### src/rtl/mem_access.sv
// Memory-stage access controller: handshakes loads/stores with a single-beat bus, stalls the pipeline
// and extracts/extends load data. Optional bus timeout is enabled with `define MEM_ACCESS_TIMEOUT_EN.
module mem_access (
  input  logic        clock,
  input  logic        reset_n,
  input  logic        iMemRead,
  input  logic        iMemWrite,
  input  logic [31:0] iIR,
  input  logic [31:0] iResult,
  input  logic [31:0] iB,
  output logic [31:0] oReadData,
  output logic        oStall,
  output logic        oMisalign,
  output logic        oBusErr,
  output logic        mem_req,
  output logic        mem_we,
  output logic [31:0] mem_addr,
  output logic [31:0] mem_wdata,
  output logic [3:0]  mem_be,
  input  logic        mem_ack,
  input  logic [31:0] mem_rdata
);

  typedef enum logic [1:0] {
    IDLE   = 2'd0,
    ACCESS = 2'd1,
    DONE   = 2'd2
  } state_t;

  localparam logic [1:0] SZ_BYTE = 2'd0;
  localparam logic [1:0] SZ_HALF = 2'd1;
  localparam logic [1:0] SZ_WORD = 2'd2;

  localparam logic [5:0] OP_LB  = 6'h20;
  localparam logic [5:0] OP_LH  = 6'h21;
  localparam logic [5:0] OP_LBU = 6'h24;
  localparam logic [5:0] OP_LHU = 6'h25;
  localparam logic [5:0] OP_SB  = 6'h28;
  localparam logic [5:0] OP_SH  = 6'h29;

  function automatic logic [3:0] lane_enables(input logic [1:0] size, input logic [1:0] lane);
    logic [3:0] be;
    case (size)
      SZ_BYTE: be = 4'b0001 << lane;
      SZ_HALF: be = lane[1] ? 4'b1100 : 4'b0011;
      default: be = 4'b1111;
    endcase
    return be;
  endfunction

  function automatic logic [31:0] replicate_store(input logic [1:0] size, input logic [31:0] data);
    logic [31:0] wd;
    case (size)
      SZ_BYTE: wd = {4{data[7:0]}};
      SZ_HALF: wd = {2{data[15:0]}};
      default: wd = data;
    endcase
    return wd;
  endfunction

  function automatic logic [31:0] extract_load(input logic [1:0] size, input logic uns,
                                               input logic [1:0] lane, input logic [31:0] rdata);
    logic [7:0]  b;
    logic [15:0] h;
    logic [31:0] rd;
    case (lane)
      2'd0:    b = rdata[7:0];
      2'd1:    b = rdata[15:8];
      2'd2:    b = rdata[23:16];
      2'd3:    b = rdata[31:24];
      default: b = rdata[7:0];
    endcase
    h = lane[1] ? rdata[31:16] : rdata[15:0];
    case (size)
      SZ_BYTE: rd = uns ? {24'h000000, b} : {{24{b[7]}}, b};
      SZ_HALF: rd = uns ? {16'h0000, h} : {{16{h[15]}}, h};
      default: rd = rdata;
    endcase
    return rd;
  endfunction

  state_t      state_r, state_next_s;
  logic        access_s, is_store_s, misalign_s, stall_s, timeout_hit_s;
  logic [1:0]  size_s, lane_s;
  logic        unsigned_s;
  logic [5:0]  opcode_s;
  logic        unused_s;

  logic        mem_req_r, mem_we_r, misalign_r;
  logic [31:0] mem_addr_r, mem_wdata_r, read_data_r;
  logic [3:0]  mem_be_r;
  logic [1:0]  size_r, lane_r;
  logic        unsigned_r;

  assign opcode_s = iIR[31:26];
  assign lane_s   = iResult[1:0];
  assign unused_s = ^iIR[25:0];

  // Decode access size/signedness; a simultaneous read and write is treated as a store.
  always_comb begin
    access_s   = iMemRead | iMemWrite;
    is_store_s = iMemWrite;
    size_s     = SZ_WORD;
    unsigned_s = 1'b0;
    if (is_store_s) begin
      case (opcode_s)
        OP_SB:   size_s = SZ_BYTE;
        OP_SH:   size_s = SZ_HALF;
        default: size_s = SZ_WORD;
      endcase
    end else begin
      case (opcode_s)
        OP_LB:   size_s = SZ_BYTE;
        OP_LBU:  begin size_s = SZ_BYTE; unsigned_s = 1'b1; end
        OP_LH:   size_s = SZ_HALF;
        OP_LHU:  begin size_s = SZ_HALF; unsigned_s = 1'b1; end
        default: size_s = SZ_WORD;
      endcase
    end
    misalign_s = access_s && (((size_s == SZ_HALF) && lane_s[0]) ||
                              ((size_s == SZ_WORD) && (lane_s != 2'd0)));
  end

  // Next-state and stall generation.
  always_comb begin
    state_next_s = state_r;
    stall_s      = 1'b0;
    case (state_r)
      IDLE: begin
        if (access_s && !misalign_s) begin
          stall_s      = 1'b1;
          state_next_s = ACCESS;
        end else begin
          state_next_s = IDLE;
        end
      end
      ACCESS: begin
        stall_s = 1'b1;
        if (mem_ack || timeout_hit_s) begin
          state_next_s = DONE;
        end else begin
          state_next_s = ACCESS;
        end
      end
      DONE:    state_next_s = IDLE;
      default: state_next_s = IDLE;
    endcase
  end

  // State register.
  always_ff @(posedge clock or negedge reset_n) begin
    if (!reset_n) begin
      state_r <= IDLE;
    end else begin
      state_r <= state_next_s;
    end
  end

  // Bus request fields, misalign pulse and load-data capture.
  always_ff @(posedge clock or negedge reset_n) begin
    if (!reset_n) begin
      mem_req_r   <= 1'b0;
      mem_we_r    <= 1'b0;
      mem_be_r    <= 4'h0;
      mem_addr_r  <= 32'h0000_0000;
      mem_wdata_r <= 32'h0000_0000;
      read_data_r <= 32'h0000_0000;
      misalign_r  <= 1'b0;
      size_r      <= SZ_WORD;
      lane_r      <= 2'd0;
      unsigned_r  <= 1'b0;
    end else begin
      misalign_r <= 1'b0;
      case (state_r)
        IDLE: begin
          if (access_s && misalign_s) begin
            misalign_r  <= 1'b1;
            read_data_r <= 32'h0000_0000;
          end else if (access_s) begin
            mem_req_r   <= 1'b1;
            mem_we_r    <= is_store_s;
            mem_be_r    <= lane_enables(size_s, lane_s);
            mem_addr_r  <= {iResult[31:2], 2'b00};
            mem_wdata_r <= replicate_store(size_s, iB);
            size_r      <= size_s;
            lane_r      <= lane_s;
            unsigned_r  <= unsigned_s;
          end else begin
            mem_req_r <= 1'b0;
          end
        end
        ACCESS: begin
          if (mem_ack) begin
            if (!mem_we_r) begin
              read_data_r <= extract_load(size_r, unsigned_r, lane_r, mem_rdata);
            end
            mem_req_r <= 1'b0;
            mem_we_r  <= 1'b0;
            mem_be_r  <= 4'h0;
          end else if (timeout_hit_s) begin
            read_data_r <= 32'h0000_0000;
            mem_req_r   <= 1'b0;
            mem_we_r    <= 1'b0;
            mem_be_r    <= 4'h0;
          end else begin
            mem_req_r <= 1'b1;
          end
        end
        default: mem_req_r <= 1'b0;
      endcase
    end
  end

`ifdef MEM_ACCESS_TIMEOUT_EN
  logic [7:0] timeout_cnt_r;
  logic       bus_err_r;

  assign timeout_hit_s = (state_r == ACCESS) && !mem_ack && (timeout_cnt_r == 8'd254);

  // Counts un-acknowledged ACCESS cycles; zero whenever not waiting.
  always_ff @(posedge clock or negedge reset_n) begin
    if (!reset_n) begin
      timeout_cnt_r <= 8'd0;
    end else if ((state_r == ACCESS) && !mem_ack) begin
      timeout_cnt_r <= timeout_cnt_r + 8'd1;
    end else begin
      timeout_cnt_r <= 8'd0;
    end
  end

  // Bus error is high exactly during the DONE cycle reached by timeout.
  always_ff @(posedge clock or negedge reset_n) begin
    if (!reset_n) begin
      bus_err_r <= 1'b0;
    end else begin
      bus_err_r <= timeout_hit_s;
    end
  end

  assign oBusErr = bus_err_r;
`else
  assign timeout_hit_s = 1'b0;
  assign oBusErr       = 1'b0;
`endif

  assign oStall    = stall_s;
  assign oMisalign = misalign_r;
  assign oReadData = read_data_r;
  assign mem_req   = mem_req_r;
  assign mem_we    = mem_we_r;
  assign mem_be    = mem_be_r;
  assign mem_addr  = mem_addr_r;
  assign mem_wdata = mem_wdata_r;

endmodule
### config.mk
export PLATFORM = sky130hd
export DESIGN_NAME = mem_access
export DESIGN_NICKNAME = d
export VERILOG_FILES = /design/src/rtl/mem_access.sv
export SDC_FILE = /design/constraint.sdc
export NUM_CORES = 1
export LEC_CHECK = 0
export ABC_AREA = 1
export CAP_MARGIN = 40
export CORE_MARGIN = 8
export CORE_UTILIZATION = 40
export CTS_CLUSTER_SIZE = 28
export DETAILED_ROUTE_END_ITERATION = 10
export PLACE_DENSITY = 0.86
export SYNTH_ARGS = -nofsm -noshare
export SYNTH_HDL_FRONTEND = slang
export SYNTH_SLANG_ARGS = --single-unit
### constraint.sdc
create_clock -name clock -period 2.2 [get_ports clock]
set_clock_uncertainty 0.05 [all_clocks]
set_input_delay 0.44 -clock clock [delete_from_list [all_inputs] [get_ports clock]]
set_output_delay 0.44 -clock clock [all_outputs]
set_load 0.03 [all_outputs]
Fig. 1: pin map
Drawn at 2 px/um. Pins as bars across the die edge, other pins in grey.
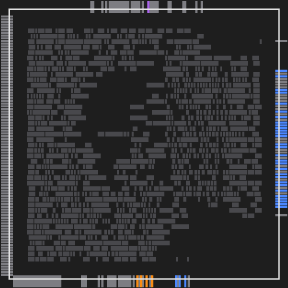
mem_rdata: marked blue, pins 32, direction input, edge 29 east, 3 south. mem_be: marked orange, pins 4, direction output, edge south. mem_ack: marked purple, pins 1, direction input, edge north.

==> results.txt <==
Flow results are below.

- The largest part of the power goes to combinational logic.
- The cell total after placement is 1,136, for reference.
- The top-level I/O count is 238, for reference.
- Across all register-to-register paths, the minimum setup slack is 410 ps.
- The first-pass GRT wire length is 29,300 um, for reference.
- The largest area contributor in the synthesized netlist is sky130_fd_sc_hd__dfrtp_1, for reference.
- The registers of the reported paths see a clock transition of 70 ps.
- The most popular library cell in the synthesized design by count is sky130_fd_sc_hd__nand2_1, for reference.
- The switching component of the power was reported as 3630 uW.
- The element type at the critical path end is an output port, for reference.
- The cell area after placement is 7910 sq um, for reference.
- Counting distinct cell types in the post-synthesis netlist gives 31.
- The final weighted congestion of routability-driven global placement is 0.911, for reference.
- The remaining global-route overflow is 0, for reference.
- The launch point of the worst path is iIR[28], for reference.
- The worst-case headroom to the max-slew limit is 0.595, for reference.
- For this run the detailed placement stage logged an HPWL of 13,900 um.
- The average cell area after synthesis is 7.28 sq um, for reference.
- The area fraction in and, or, nand and nor cells after synthesis is 0.367, for reference.
- The met3 routed wirelength is 2190 um, for reference.
- The final-layout fill cell count is 1,198, for reference.
- The instance tally after logic synthesis is 767, for reference.
- The destination of the worst register-to-register timing path is oReadData[12], for reference.
- For this configuration, the core starts out at a cell density of 0.405.
- The flow ran to the end, and the final reports show no timing, DRC or antenna violations.
- The number of cells on the worst reg-to-reg path is 9, for reference.
- The register bit total from synthesis is 108, for reference.
- Summing internal, switching and leakage power gives 8740 uW.
- By area the synthesized netlist is led by sky130_fd_sc_hd__dfrtp_1 (48%), sky130_fd_sc_hd__nand2_1 (23%), sky130_fd_sc_hd__nand3_1 (7.7%), sky130_fd_sc_hd__inv_1 (3.8%), sky130_fd_sc_hd__nor2_1 (2.6%).
- For reference, the top cells by count after synthesis are sky130_fd_sc_hd__nand2_1 (348), sky130_fd_sc_hd__dfrtp_1 (107), sky130_fd_sc_hd__nand3_1 (86), sky130_fd_sc_hd__inv_1 (57), sky130_fd_sc_hd__nor2_1 (39).
- Entering global routing, the biggest net connects 72 pins.
- The sequential group power is 2910 uW, for reference.
- The detail-routed via count per cell is 4.97, for reference.
- The buffer levels on the longest clock path is 2, for reference.
- The destination of the critical timing path is oStall, for reference.
- The worst hold path terminates at oReadData[21].
- Setup repair after global routing left no endpoint under its margin.
- Of all nets on the critical path, the largest fanout is 3.
Fig. 2: routing congestion map
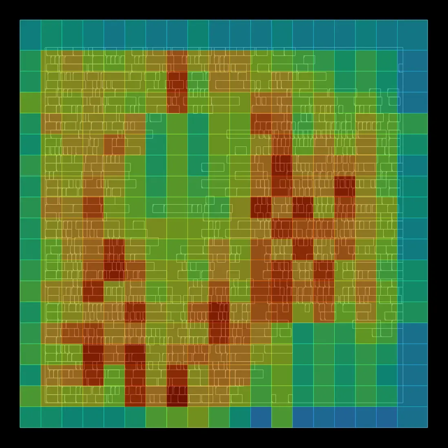
DR WL/cell: 16.1 um
global route hottest layer: met2
global routing usage on met3: 0.0800

## layout make-up
class                      instances  area share
tap                              180      0.0272
sequential                       108       0.327
clock inverter                     6     0.00862
multi-input combinational        556       0.294
clock buffer                      10      0.0289
inverter                          62      0.0283
timing repair buffer             233       0.286
## registers in the layout, indices dropped and copies added, names as in the netlist
signal	flops
unsigned_r	1
mem_we	1
mem_wdata	32
oMisalign	1
state_r	2
lane_r	2
size_r	2
oReadData	32
mem_req	1
mem_addr	30
mem_be	4
## cells by family (layout without fill, tap and decap cells)
logic type | after synthesis | in the layout
simple gates | 493 | 493
flops | 108 | 108
buf+inv | 105 | 311
compound gates | 60 | 60
other cells | 1 | 3
## metal layers
metal	global-route usage	vias up
met4	0.0867	2
li1	-	2793
met2	0.323	294
met3	0.0800	34
met5	0	-
met1	0.249	2623
Power figures rest on the tool's default switching activity, not on a simulated workload.
